### config.mk
export PLATFORM = sky130hd
export DESIGN_NAME = packet_bus_router_flat
export DESIGN_NICKNAME = d
export VERILOG_FILES = /design/src/rtl/packet_bus_router_if.sv /design/src/rtl/packet_bus_router.sv /design/src/flat_wrapper.sv
export SDC_FILE = /design/constraint.sdc
export NUM_CORES = 1
export LEC_CHECK = 0
export ABC_AREA = 1
export CORE_MARGIN = 1.5
export CORE_UTILIZATION = 44
export DETAILED_ROUTE_END_ITERATION = 10
export PLACE_DENSITY_LB_ADDON = 0.12
export SYNTH_ARGS = -nofsm -noshare
export SYNTH_HDL_FRONTEND = slang
export SYNTH_SLANG_ARGS = --single-unit
### constraint.sdc
create_clock -name clk -period 6.2 [get_ports clk]
set_clock_uncertainty 0.2 [all_clocks]
set_input_delay 0.93 -clock clk [delete_from_list [all_inputs] [get_ports clk]]
set_output_delay 0.93 -clock clk [all_outputs]
set_load 0.02 [all_outputs]
### src/rtl/packet_bus_router_if.sv
// Bus bundle shared by the packet router and its endpoints.
// Ports (per endpoint p, data slice [p*DATA_W +: DATA_W]):
//   send_valid/send_data/send_last : endpoint -> router beat stream
//   send_ready                     : router -> endpoint, beat accepted on valid&&ready
//   recv_valid/recv_data/recv_last : router -> endpoint beat stream
//   recv_ready                     : endpoint -> router, endpoint can take a beat
// master = endpoint side, slave = router side.
interface packet_bus_router_if #(
   parameter int NUM_PORTS = 4,
   parameter int DATA_W    = 8
);
   logic [NUM_PORTS-1:0]        send_valid;
   logic [NUM_PORTS*DATA_W-1:0] send_data;
   logic [NUM_PORTS-1:0]        send_last;
   logic [NUM_PORTS-1:0]        send_ready;
   logic [NUM_PORTS-1:0]        recv_valid;
   logic [NUM_PORTS*DATA_W-1:0] recv_data;
   logic [NUM_PORTS-1:0]        recv_last;
   logic [NUM_PORTS-1:0]        recv_ready;

   modport master (
      output send_valid, send_data, send_last, recv_ready,
      input  send_ready, recv_valid, recv_data, recv_last
   );

   modport slave (
      input  send_valid, send_data, send_last, recv_ready,
      output send_ready, recv_valid, recv_data, recv_last
   );
endinterface

### src/rtl/packet_bus_router.sv
// Central N-port packet router. Arbitrates senders (CTRL_ID strict priority,
// then round-robin after rr_ptr), decodes the destination from the header
// beat and streams the packet to that receive port until last.
// Ports:
//   clk, rst_n  : clock, asynchronous active-low reset
//   bus         : slave modport of packet_bus_router_if (send/recv streams)
//   busy        : a packet is open
//   grant_id    : granted endpoint, 0 when idle
//   hdr_err     : 1-cycle pulse on a header transfer with bad dest or src
//   timeout_err : 1-cycle pulse when an open packet is aborted for stalling
//
// state     | meaning
// ----------+---------------------------------------------------------
// S_IDLE    | no packet open, arbitrate among requesters
// S_HEADER  | granted, header beat routed by its own dest field
// S_STREAM  | body beats routed to the latched dest
// S_DISCARD | bad dest, beats accepted and dropped until last
module packet_bus_router #(
   parameter int DATA_W    = 8,
   parameter int NUM_PORTS = 4,
   parameter int ID_W      = 2,
   parameter int CTRL_ID   = 3,
   parameter int SRC_LSB   = 2,
   parameter int DEST_LSB  = 4,
   parameter int TIMEOUT   = 255
) (
   input  logic                clk,
   input  logic                rst_n,
   packet_bus_router_if.slave  bus,
   output logic                busy,
   output logic [ID_W-1:0]     grant_id,
   output logic                hdr_err,
   output logic                timeout_err
);
   localparam int CNT_W = (TIMEOUT > 1) ? $clog2(TIMEOUT + 1) : 1;
   // Fires on the idle cycle that would bring the count up to TIMEOUT.
   localparam logic [CNT_W-1:0] CNT_FIRE = CNT_W'((TIMEOUT > 0) ? TIMEOUT - 1 : 0);
   localparam logic [ID_W-1:0]  RR_RST   = ID_W'(NUM_PORTS - 1);
   localparam logic [ID_W-1:0]  CTRL     = ID_W'(CTRL_ID);
   localparam logic [ID_W:0]    PORTS_EXT = (ID_W + 1)'(NUM_PORTS);

   typedef enum logic [1:0] {S_IDLE, S_HEADER, S_STREAM, S_DISCARD} state_t;

   state_t            state_q, state_d;
   logic [ID_W-1:0]   grant_q, grant_d;
   logic [ID_W-1:0]   dest_q, dest_d;
   logic [ID_W-1:0]   rr_q, rr_d;
   logic [CNT_W-1:0]  cnt_q, cnt_d;

   logic [ID_W-1:0]   pick;
   logic              any_req;
   logic [DATA_W-1:0] g_data;
   logic              g_valid, g_last;
   logic [ID_W-1:0]   hd_dest, hd_src;
   logic              dest_ok;
   logic              fwd_en, sready_g, xfer, to_fire, open_pkt;
   logic [ID_W-1:0]   fwd_dest;

   logic [NUM_PORTS-1:0]        send_ready_o, recv_valid_o, recv_last_o;
   logic [NUM_PORTS*DATA_W-1:0] recv_data_o;

   assign g_data   = bus.send_data[int'(grant_q)*DATA_W +: DATA_W];
   assign g_valid  = bus.send_valid[grant_q];
   assign g_last   = bus.send_last[grant_q];
   assign hd_dest  = g_data[DEST_LSB +: ID_W];
   assign hd_src   = g_data[SRC_LSB +: ID_W];
   assign dest_ok  = {1'b0, hd_dest} < PORTS_EXT;
   assign any_req  = |bus.send_valid;
   assign open_pkt = (state_q != S_IDLE);
   assign xfer     = g_valid & sready_g;
   assign to_fire  = (TIMEOUT > 0) && open_pkt && !xfer && (cnt_q == CNT_FIRE);

   // Descending scan so the nearest port after rr_ptr is the last to win.
   always_comb begin
      pick = CTRL;
      if (!bus.send_valid[CTRL_ID]) begin
         pick = rr_q;
         for (int i = NUM_PORTS; i >= 1; i--) begin
            if (bus.send_valid[(int'(rr_q) + i) % NUM_PORTS])
               pick = ID_W'((int'(rr_q) + i) % NUM_PORTS);
         end
      end
   end

   // Routing decision for the granted sender; kept apart from the outputs so
   // xfer/to_fire do not feed back into the block that consumes them.
   always_comb begin
      fwd_en   = 1'b0;
      fwd_dest = dest_q;
      sready_g = 1'b0;
      case (state_q)
         S_HEADER: begin
            if (dest_ok) begin
               fwd_en   = 1'b1;
               fwd_dest = hd_dest;
               sready_g = bus.recv_ready[hd_dest];
            end else begin
               sready_g = 1'b1;
            end
         end
         S_STREAM: begin
            fwd_en   = 1'b1;
            sready_g = bus.recv_ready[dest_q];
         end
         S_DISCARD: sready_g = 1'b1;
         default: ;
      endcase
   end

   always_ff @(posedge clk or negedge rst_n) begin
      if (!rst_n) begin
         state_q <= S_IDLE;
         grant_q <= '0;
         dest_q  <= '0;
         rr_q    <= RR_RST;
         cnt_q   <= '0;
      end else begin
         state_q <= state_d;
         grant_q <= grant_d;
         dest_q  <= dest_d;
         rr_q    <= rr_d;
         cnt_q   <= cnt_d;
      end
   end

   always_comb begin
      state_d = state_q;
      grant_d = grant_q;
      dest_d  = dest_q;
      rr_d    = rr_q;
      cnt_d   = cnt_q;
      if (state_q == S_IDLE) begin
         cnt_d = '0;
         if (any_req) begin
            state_d = S_HEADER;
            grant_d = pick;
         end
      end else if (to_fire) begin
         // Remaining beats of the stalled packet re-arbitrate as a new packet.
         state_d = S_IDLE;
         cnt_d   = '0;
      end else if (xfer) begin
         cnt_d = '0;
         if (g_last) begin
            state_d = S_IDLE;
            rr_d    = grant_q;
         end else if (state_q == S_HEADER) begin
            if (dest_ok) begin
               state_d = S_STREAM;
               dest_d  = hd_dest;
            end else begin
               state_d = S_DISCARD;
            end
         end
      end else begin
         cnt_d = cnt_q + 1'b1;
      end
   end

   always_comb begin
      send_ready_o = '0;
      recv_valid_o = '0;
      recv_data_o  = '0;
      recv_last_o  = '0;
      busy         = open_pkt;
      grant_id     = open_pkt ? grant_q : '0;
      hdr_err      = 1'b0;
      timeout_err  = to_fire;
      if (open_pkt)
         send_ready_o[grant_q] = sready_g;
      if (fwd_en) begin
         recv_valid_o[fwd_dest]                         = g_valid;
         recv_data_o[int'(fwd_dest)*DATA_W +: DATA_W]   = g_data;
         recv_last_o[fwd_dest]                          = g_last;
      end
      if (state_q == S_HEADER && xfer && (!dest_ok || hd_src != grant_q))
         hdr_err = 1'b1;
   end

   assign bus.send_ready = send_ready_o;
   assign bus.recv_valid = recv_valid_o;
   assign bus.recv_data  = recv_data_o;
   assign bus.recv_last  = recv_last_o;
endmodule

### src/flat_wrapper.sv
// flat-port wrapper written by rule: the top's interface ports become plain ports
module packet_bus_router_flat 
#(
   parameter int DATA_W    = 8,
   parameter int NUM_PORTS = 4,
   parameter int ID_W      = 2,
   parameter int CTRL_ID   = 3,
   parameter int SRC_LSB   = 2,
   parameter int DEST_LSB  = 4,
   parameter int TIMEOUT   = 255
)
  (clk, rst_n, busy, grant_id, hdr_err, timeout_err, bus_send_valid, bus_send_data, bus_send_last, bus_recv_ready, bus_send_ready, bus_recv_valid, bus_recv_data, bus_recv_last);
  packet_bus_router_if #(.NUM_PORTS(NUM_PORTS), .DATA_W(DATA_W)) bus_i ();
  input  logic clk;
  input  logic rst_n;
  output logic busy;
  output logic [ID_W-1:0] grant_id;
  output logic hdr_err;
  output logic timeout_err;
  input wire logic [$bits(bus_i.send_valid)-1:0] bus_send_valid;
  input wire logic [$bits(bus_i.send_data)-1:0] bus_send_data;
  input wire logic [$bits(bus_i.send_last)-1:0] bus_send_last;
  input wire logic [$bits(bus_i.recv_ready)-1:0] bus_recv_ready;
  output wire logic [$bits(bus_i.send_ready)-1:0] bus_send_ready;
  output wire logic [$bits(bus_i.recv_valid)-1:0] bus_recv_valid;
  output wire logic [$bits(bus_i.recv_data)-1:0] bus_recv_data;
  output wire logic [$bits(bus_i.recv_last)-1:0] bus_recv_last;
  assign bus_i.send_valid = bus_send_valid;
  assign bus_i.send_data = bus_send_data;
  assign bus_i.send_last = bus_send_last;
  assign bus_i.recv_ready = bus_recv_ready;
  assign bus_send_ready = bus_i.send_ready;
  assign bus_recv_valid = bus_i.recv_valid;
  assign bus_recv_data = bus_i.recv_data;
  assign bus_recv_last = bus_i.recv_last;
  packet_bus_router #(.DATA_W(DATA_W), .NUM_PORTS(NUM_PORTS), .ID_W(ID_W), .CTRL_ID(CTRL_ID), .SRC_LSB(SRC_LSB), .DEST_LSB(DEST_LSB), .TIMEOUT(TIMEOUT)) u_core (.clk(clk), .rst_n(rst_n), .bus(bus_i), .busy(busy), .grant_id(grant_id), .hdr_err(hdr_err), .timeout_err(timeout_err));
endmodule
==> run_1/route_heat.png <==
Bar = 20 µm. The die is cut into 14 by 14 equal tiles; dark blue is low, red is high, scaled to the fullest tile. Values are wire area over tile area, all layers added.
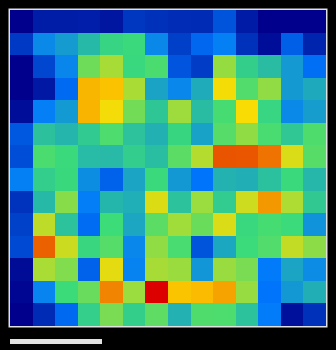
nearly empty tiles = 4.1%
tiles over half the peak = 35%
mean over tiles = 0.19
final routed wire length divided by cell count: 13.1 µm
sum of routed wire length over all layers: 5790 µm
GRT Total Usage: 26.2%
via count: 2232

==> run_1/m1.png <==
Bar = 20 µm.
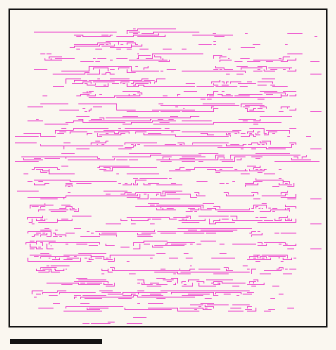
wire length on this layer = 2530 µm
nets with wire on the layer = 392
main direction = horizontal
share of all routed wire = 44%
longest straight run = 35.9 µm

==> run_1/clock_nets.png <==
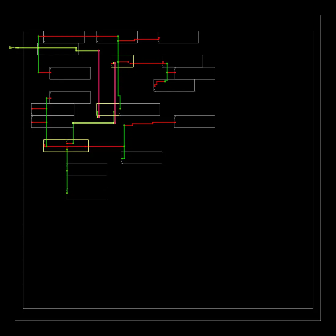
Clock buffer cells: 4
TritonCTS Sinks: 16
clock buffers created by TritonCTS: 3
insertion delay of the later-clocked pin in the worst-skew pair: 0.25 ns

run 1: where the power goes:
| part | total [µW] | internal [µW] | switching, µW | leakage (µW) |
|---|---|---|---|---|
| clock network | 91.9 | 56.3 | 35.6 | 0.0000288 |
| registers | 194 | 142 | 52.3 | 0.000201 |
| logic | 1010 | 378 | 633 | 0.00104 |
run 1: cells in the mapped netlist (2+ instances only):
library cell / count
sky130_fd_sc_hd__nand2_1: 69
sky130_fd_sc_hd__or2_2: 2
sky130_fd_sc_hd__nor2_1: 73
sky130_fd_sc_hd__clkbuf_1: 4
sky130_fd_sc_hd__o21ai_1: 2
sky130_fd_sc_hd__nor2_4: 3
sky130_fd_sc_hd__ha_1: 11
sky130_fd_sc_hd__nor3b_2: 2
sky130_fd_sc_hd__inv_2: 2
sky130_fd_sc_hd__inv_1: 28
sky130_fd_sc_hd__o21ai_0: 4
sky130_fd_sc_hd__nor3_1: 9
sky130_fd_sc_hd__nand3_1: 13
sky130_fd_sc_hd__xnor2_1: 2
sky130_fd_sc_hd__a22oi_1: 2
sky130_fd_sc_hd__nand3_4: 2
sky130_fd_sc_hd__dfrtp_1: 14
sky130_fd_sc_hd__a22o_1: 2
sky130_fd_sc_hd__nand3_2: 5
sky130_fd_sc_hd__a32oi_1: 2
sky130_fd_sc_hd__buf_6: 2
sky130_fd_sc_hd__dfstp_2: 2
sky130_fd_sc_hd__o22ai_1: 11
sky130_fd_sc_hd__xor2_1: 2
sky130_fd_sc_hd__a21oi_1: 8
sky130_fd_sc_hd__nand2_2: 9
run 1: critical path: cells and delay by family:
family | cells | cell delay (ns)
AND/OR/NAND/NOR | 8 | 0.98
AND-OR/OR-AND | 1 | 0.11
adder cells (fa/ha/maj) | 1 | 0.45
buffers and inverters | 3 | 1.27
==> flow_metrics.py, run 1 <==
# Physical implementation metrics
metrics = {
    "outcome": {
        "run_status": "finished, final reports clean",
    },
    "logic_synthesis": {
        "edf_count": 0,
        "synthesized_nets": 358,
        "netlist_logic_family_top": "simple AND/OR/NAND/NOR gates",
        "async_s_r_ff_share_synth_pct": 100,
        "synth_area_per_cell_um2": 6.35,
        "post-synth-top-area-fraction_pct": 18.3,
        "area_fraction_in_and_or_nand_and_nor_cells_pct": 48.5,
        "yosys_warnings": 0,
    },
    "route": {
        "drt-pass1-iter-count": 4,
        "antenna_left": 0,
        "wl_met3_um": 320,
    },
    "clock_tree": {
        "ctsHtreeMaxLevel": 1,
        "cts-root-to-sink-buffers": 2,
    },
    "flow_run": {
        "log.warning_count": 34,
    },
    "placement": {
        "pre_cts_slack_ns": 1.35,
        "hpwl_um": 4880,
    },
    "timing": {
        "postLayoutSetupSlackWorst_ns": 1.32,
        "post-route-min-period_ns": 4.88,
        "setup-tns-final_ns": 0,
        "timing.slew.headroom_pct": 51.8,
    },
    "final_layout": {
        "finish.instance_area_um2": 2930,
        "post_route_cells_drive_above_1_share_pct": 10.2,
        "max_reg_flops": 8,
        "clock_cell_area_share_pct": 1.88,
        "ff_count": 16,
    },
    "die": {
        "die_h_um": 68.9,
        "chip_area_um2": 4750,
        "num_io_pins": 95,
        "tapcell.inserted": 50,
        "rows": 23,
    },
    "min_path": {
        "worstHoldStart": "u_core.cnt_q[0]",
    },
    "setup_path": {
        "worstPathMaxFanout": 10,
        "crit_path_max_incr_delay_ns": 0.65,
    },
    "grt": {
        "globalRouteMet2Util_pct": 46.4,
        "via_count_of_the_first_global_routing_pass": 1983,
    },
}
==> run_1/ff_map.png <==
Bar = 20 µm. Other sequential cells in the stronger grey, the rest of the logic in the fainter grey.
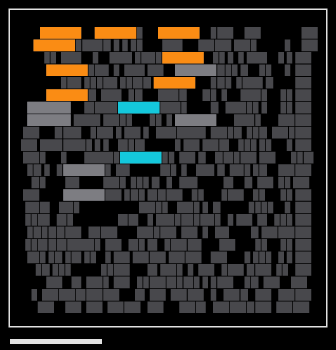

==> inputs of run 2 (changes only) <==
CORE_UTILIZATION = 41   (was 44)
clock period = 5.1 ns   (was 6.2 ns; I/O delays follow)
==> run_2/ff_map.png <==
Bar = 20 µm. Other sequential cells in the stronger grey, the rest of the logic in the fainter grey.
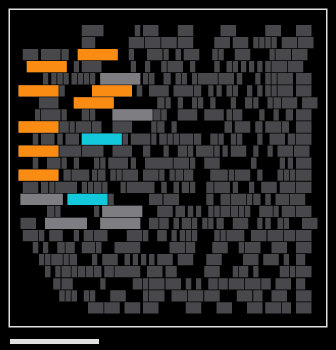
cyan -> u_core.state_q  # placed flops 2
orange -> u_core.cnt_q  # placed flops 8
not coloured = 6
Seq group: 233 µW
flop share of the area: 13.8%

==> run 2 against run 1 <==
Compared with the run above:
- critical path depth stayed put
- worst setup slack worse by 0.77 ns
- via count grew 0.31%
- hold slack gained 0.0050 ns
- combinational power is about 20% higher
- critical endpoint unchanged
==> flow_metrics.py, run 2 <==
# Physical implementation metrics
metrics = {
    "clock_tree": {
        "cts-root-to-sink-buffers": 2,
        "clk_pin_slew_ns": 0.06,
        "tritoncts.num_buffers": 3,
        "clock_sink_count": 16,
        "clock_insertion_delay_worst_skew_ns": 0.25,
        "ctsHtreeMaxLevel": 1,
        "clock_tree.root_cell": "sky130_fd_sc_hd__clkbuf_8",
    },
    "power": {
        "power-per-cell-area_nw_per_um2": 532,
    },
    "logic_synthesis": {
        "edf_count": 0,
        "post_synth_most_frequent_cells": "sky130_fd_sc_hd__nor2_1 (73), sky130_fd_sc_hd__nand2_1 (69), sky130_fd_sc_hd__inv_1 (28)",
        "synth_dominant_cell_count": "sky130_fd_sc_hd__nor2_1",
        "yosys_register_bits": 16,
        "post-synth-top-area-fraction_pct": 18.3,
        "async_s_r_ff_share_synth_pct": 100,
        "synth_area_per_cell_um2": 6.35,
        "synthesized_nets": 358,
        "syn_area_um2": 1910,
        "yosys_warnings": 0,
        "ys.flop_type": "sky130_fd_sc_hd__dfrtp_1",
    },
    "flow_run": {
        "log.warning_count": 34,
    },
    "die": {
        "placeable_core_area_um2": 4410,
        "core_util_floorplan_pct": 43.3,
        "rows": 24,
        "die_w_um": 71.3,
        "chip_area_um2": 5080,
        "die_h_um": 71.3,
        "num_io_pins": 95,
    },
    "route": {
        "detail_route.wirelength_um": 5460,
        "drt-pass1-iter-count": 4,
        "route.vias.total": 2239,
        "avgRoutedWirePerCell_um": 12.3,
        "antenna_left": 0,
        "drc": 0,
    },
    "grt": {
        "via_count_of_the_first_global_routing_pass": 2074,
        "grt_antenna_before_repair": 0,
        "grt_util_all_layers_pct": 22.2,
    },
    "setup_path": {
        "timing.rr.end": "u_core.dest_q[0]",
        "cp.arrival_ns": 3.58,
        "critPathTopFamily": "buffers and inverters",
        "worstPathMaxFanout": 10,
        "cp_common_cell": "sky130_fd_sc_hd__nand2_1",
        "crit_path_max_incr_delay_ns": 0.66,
        "path_buffers": 3,
        "worstPathCellList": "clkdlybuf4s50_1 > nand2_1 > nand2_1 > nand2_2 > nand2_2 > nand2_1 > o21ai_2 > inv_1 > ha_1 > nor2_1 > nand2_1 > nor4_1 > clkdlybuf4s50_1",
        "crit_type": "in -> out",
        "timing.critical_path.to_type": "primary output",
        "start_kind": "primary input",
    },
    "final_layout": {
        "antennaDiodeCount": 0,
        "synthToLayoutAreaGrowth_pct": 53.3,
        "post_route_cells_drive_above_1_share_pct": 10.2,
        "max_reg_flops": 8,
        "num-nets-final": 450,
        "finish.instance_area_um2": 2930,
        "lay_top_count": "sky130_fd_sc_hd__clkdlybuf4s50_1",
    },
    "timing": {
        "finalClockPeriodUsage_pct": 89.1,
        "maxClockFrequency_ghz": 0.220,
        "grt_setup_unrepaired": "no",
        "timing.slew.headroom_pct": 54.6,
        "post-route-min-period_ns": 4.55,
        "setup-tns-final_ns": 0,
    },
    "placement": {
        "hpwl_um": 4510,
    },
    "min_path": {
        "worstHoldStart": "u_core.cnt_q[0]",
        "whs_path_depth": 1,
        "hold_path.class": "reg -> reg",
    },
    "outcome": {
        "run_status": "finished, final reports clean",
    },
}
==> run_2/m1.png <==
Bar = 20 µm.
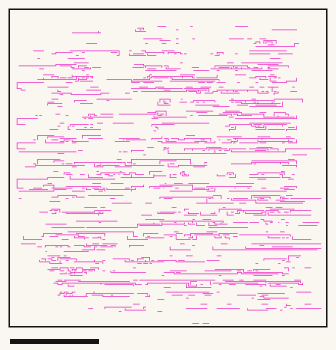
share of all routed wire = 44%
wire length on this layer = 2400 µm

run 2: cell counts after synthesis:
No cell type changed its count.
run 2: stage by stage:
step                util (%)  cells  setup WS [ns]  hold slack (ns)  total power, µW
floorplan                  -    301           1.40            0.251             1090
global placement        65.1    440          0.668            0.273             1440
detailed placement      65.1    440          0.575            0.286             1450
CTS                     66.4    444          0.575            0.295             1570
global route            66.4    444          0.308            0.306             1720
finish                  66.4    444          0.554            0.295             1560
run 2: cells by family after synthesis:
family | after synthesis | share of synthesized area (%)
AND-OR/OR-AND | 36 | 12.4
buffers and inverters | 39 | 8.91
flip-flops | 16 | 21.1
adder cells (fa/ha/maj) | 11 | 7.20
AND/OR/NAND/NOR | 195 | 48.5
XOR/XNOR | 4 | 1.83
run 2: worst max path at each step:
stage                              to  slack [ns]  cells past startpoint
finish              bus_recv_data[30]        0.55                     13
CTS                 bus_recv_data[30]        0.57                     13
global route        bus_recv_data[30]        0.31                     13
detailed placement  bus_recv_data[30]        0.58                     13
global placement    bus_recv_data[28]        0.67                     13
floorplan           bus_recv_data[30]        1.40                     10
run 2: layout make-up:
type	count	area (µm²)
fill	444	1490
inverter	32	128
multi-input combinational	246	1340
clock buffer	4	55.1
tap	52	65.1
timing repair buffer	94	941
sequential	16	403
run 2: per-layer routing:
metal / track usage [%] / up-vias / share of wire [%]
met1: 28.1 / 1004 / 44
met2: 40.6 / 75 / 48
met4: 5.03 / 0 / 0.92
li1: - / 1156 / -
met3: 1.97 / 4 / 7.1
met5: 0 / - / 0
run 2: power breakdown:
group	internal [µW]	total (µW)	switching, µW	leakage [µW]
combinational	458	1210	755	0.00104
sequential	173	233	59.9	0.000201
clock	68.5	112	43.5	0.0000288
Power is estimated from default activity; no workload was simulated.
